==> config.mk <==
export PLATFORM = sky130hd
export DESIGN_NAME = pc_unit
export DESIGN_NICKNAME = d
export VERILOG_FILES = /design/src/rtl/pc_unit.sv
export SDC_FILE = /design/constraint.sdc
export NUM_CORES = 1
export LEC_CHECK = 0
export ABC_AREA = 1
export CORE_MARGIN = 2
export CORE_UTILIZATION = 30
export CTS_CLUSTER_DIAMETER = 150
export DETAILED_ROUTE_END_ITERATION = 12
export DONT_BUFFER_PORTS = 1
export HOLD_SLACK_MARGIN = 0.02
export PLACE_DENSITY = 0.46
export SLEW_MARGIN = 20
export SYNTH_ARGS = -nofsm -noshare
export SYNTH_HDL_FRONTEND = slang
export SYNTH_SLANG_ARGS = --single-unit
==> constraint.sdc <==
create_clock -name clk -period 4.67 [get_ports clk]
set_input_delay 0.934 -clock clk [delete_from_list [all_inputs] [get_ports clk]]
set_output_delay 0.934 -clock clk [all_outputs]
set_load 0.05 [all_outputs]
==> src/rtl/pc_unit.sv <==
// pc_unit: owned program-counter register with next-PC selection for the
// fetch stage. Handles sequential flow, j/jal, beq/bne, jr/jalr, stall hold,
// an optional one-instruction branch delay slot and exception entry/return
// through an EPC register and an EXL mode flag.
module pc_unit #(
   parameter logic [31:0] RESET_PC   = 32'h0000_3000,
   parameter logic [31:0] EXC_VEC    = 32'h0000_4180,
   parameter int          DELAY_SLOT = 0
) (
   input  logic        clk,
   input  logic        rst_n,
   input  logic        stall,
   input  logic [2:0]  sel,
   input  logic        a_b_equal,
   input  logic [15:0] imm16,
   input  logic [25:0] imm26,
   input  logic [31:0] rs_val,
   input  logic        exc_req,
   input  logic        eret,
   output logic [31:0] pc,
   output logic [31:0] npc,
   output logic [31:0] epc,
   output logic        exl,
   output logic        adel
);

   localparam logic [2:0] SEL_J   = 3'b001;
   localparam logic [2:0] SEL_BEQ = 3'b010;
   localparam logic [2:0] SEL_BNE = 3'b011;
   localparam logic [2:0] SEL_JR  = 3'b100;

   logic [31:0] pc_q, pc_d;
   logic [31:0] epc_q, epc_d;
   logic        exl_q, exl_d;
   logic        pendValid_q, pendValid_d;
   logic [31:0] pendTgt_q, pendTgt_d;

   logic [31:0] seqPc;
   logic [31:0] branchTgt;
   logic [31:0] jumpTgt;
   logic [31:0] redirTgt;
   logic        redirTaken;
   logic        adelInt;
   logic        excAny;

   // Candidate targets and the taken decision for the instruction at pc.
   always_comb begin
      seqPc      = pc_q + 32'd4;
      branchTgt  = seqPc + {{14{imm16[15]}}, imm16, 2'b00};
      jumpTgt    = {pc_q[31:28], imm26, 2'b00};
      adelInt    = (sel == SEL_JR) && (rs_val[1:0] != 2'b00);
      excAny     = exc_req | adelInt;
      redirTaken = 1'b0;
      redirTgt   = seqPc;
      case (sel)
         SEL_J: begin
            redirTaken = 1'b1;
            redirTgt   = jumpTgt;
         end
         SEL_BEQ: begin
            redirTaken = a_b_equal;
            redirTgt   = branchTgt;
         end
         SEL_BNE: begin
            redirTaken = ~a_b_equal;
            redirTgt   = branchTgt;
         end
         SEL_JR: begin
            redirTaken = ~adelInt;
            redirTgt   = rs_val;
         end
         default: begin
            redirTaken = 1'b0;
            redirTgt   = seqPc;
         end
      endcase
   end

   // Next-state selection: exception entry, exception return, pending delay-slot
   // target, taken redirect, then sequential flow.
   always_comb begin
      pc_d        = seqPc;
      epc_d       = epc_q;
      exl_d       = exl_q;
      pendValid_d = 1'b0;
      pendTgt_d   = pendTgt_q;
      if (excAny && !exl_q) begin
         pc_d  = EXC_VEC;
         epc_d = pc_q;
         exl_d = 1'b1;
      end else if (eret && exl_q) begin
         pc_d  = epc_q;
         exl_d = 1'b0;
      end else if ((DELAY_SLOT != 0) && pendValid_q) begin
         pc_d = pendTgt_q;
      end else if (redirTaken) begin
         if (DELAY_SLOT == 0) begin
            pc_d = redirTgt;
         end else begin
            pendValid_d = 1'b1;
            pendTgt_d   = redirTgt;
         end
      end
   end

   // State registers: reset beats everything, stall freezes all state.
   always_ff @(posedge clk) begin
      if (!rst_n) begin
         pc_q        <= RESET_PC;
         epc_q       <= 32'h0000_0000;
         exl_q       <= 1'b0;
         pendValid_q <= 1'b0;
         pendTgt_q   <= 32'h0000_0000;
      end else if (!stall) begin
         pc_q        <= pc_d;
         epc_q       <= epc_d;
         exl_q       <= exl_d;
         pendValid_q <= pendValid_d;
         pendTgt_q   <= pendTgt_d;
      end
   end

   assign pc   = pc_q;
   assign npc  = pc_d;
   assign epc  = epc_q;
   assign exl  = exl_q;
   assign adel = adelInt;

endmodule

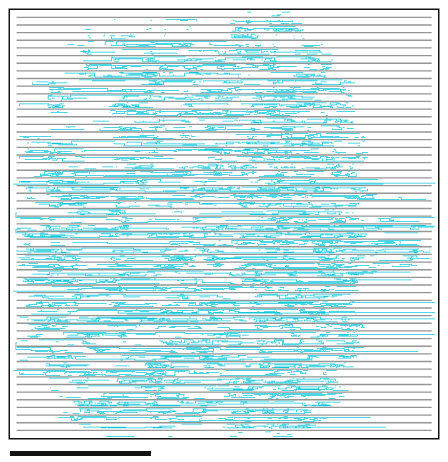
Fig. 1. Met1 routing.
The bar under the picture is 50 um long. Supply wires on this layer in grey.
The layer holds 48% of the routed length. The wires run mostly horizontal. The layer carries 12,800 um of wire. The longest straight run is 57.5 um.
DR vias: 7,450
WL final: 26,500 um

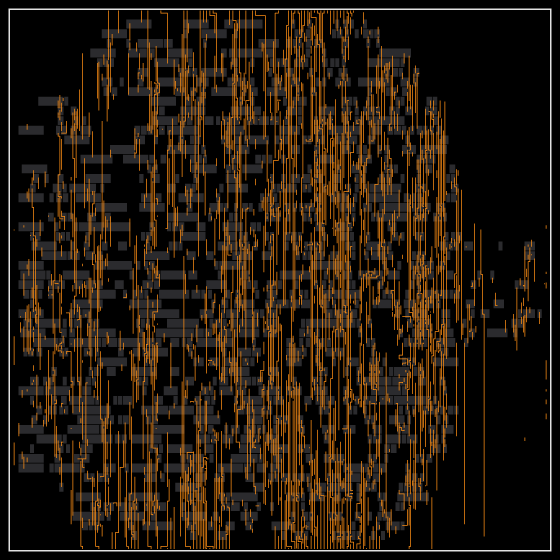
Fig. 2. Metal 2.
Cells faint in the background.
1,001 nets have wire on it. The longest straight run is 68.3 um.
met2 usage: 0.345

==> out/metrics.yaml <==
run_status:
  outcome: "completed"
routing:
  wl_met3_um: 1460
  dr_wl_met2_um: 11700
  drtIter0Drc: 519
  wl_per_cell_um: 17.7
synth:
  xor_share: 0.0359
  postSynthAreaPerCell_um2: 5.65
  yosysMostFrequentCell: "nand2_1"
  ys_seq_share: 0.197
  ys.flop_type: "dfxtp_1"
  yosys-top-cells-count: "nand2_1, inv_1, a21oi_1"
  mux_share: 0
  fp_nets: 1286
power_and_ir_drop:
  p_seq_frac: 0.289
  p_sw_frac: 0.426
  combPwrFrac: 0.410
  p_clk_frac: 0.302
final_layout:
  fin_util: 0.390
  syn_to_final_growth_pct: 28.3
  nets: 1331
  comb.multi_input.count: 890
  logic_area_um2: 4970
  fin_cells: 1497
  buffers_excl_clock: 79
  n_all_inverters: 167
  fin_area_um2: 8460
timing:
  fmax_mhz: 221
  fin_setup_tns_ns: 0
placement:
  place_area_um2: 7540
global_routing:
  grt_pass1_vias: 7161
  grt.overflow.total: 0
  grt_max_degree: 72
clocking:
  cts_sinks: 65
  cts_tree: "done"
  cts_setup_buffers: 0
  cts_buffers: 9
setup_path:
  cp_slowest_cell: "dfxtp_4"
  cp.required_ns: 3.74
  critPathLaunchType: "flip-flop"
  worstPathCellList: "nand3_2 > nor2_4 > nand4_1 > or3_4 > xor2_2 > inv_1 > ha_4 > nand2_1 > inv_1 > nand2_1 > o21ai_1 > inv_1 > nand4_1 > nand3_1 > nand2_1 > nand2_1 > nand2_1 > nand2_1 > inv_1 > buf_12"
  cp_top_family: "simple AND/OR/NAND/NOR gates"
  critPathKind: "reg -> out"
floorplan:
  coreArea_um2: 21700
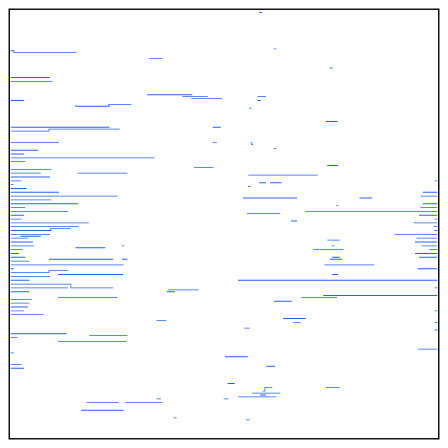
Fig. 3. Met3 routing.
The wires run mostly horizontal. 122 nets have wire on it. The layer holds 5.5% of the routed length. The longest straight run is 70.6 um.
GRT met3 Usage: 0.0464

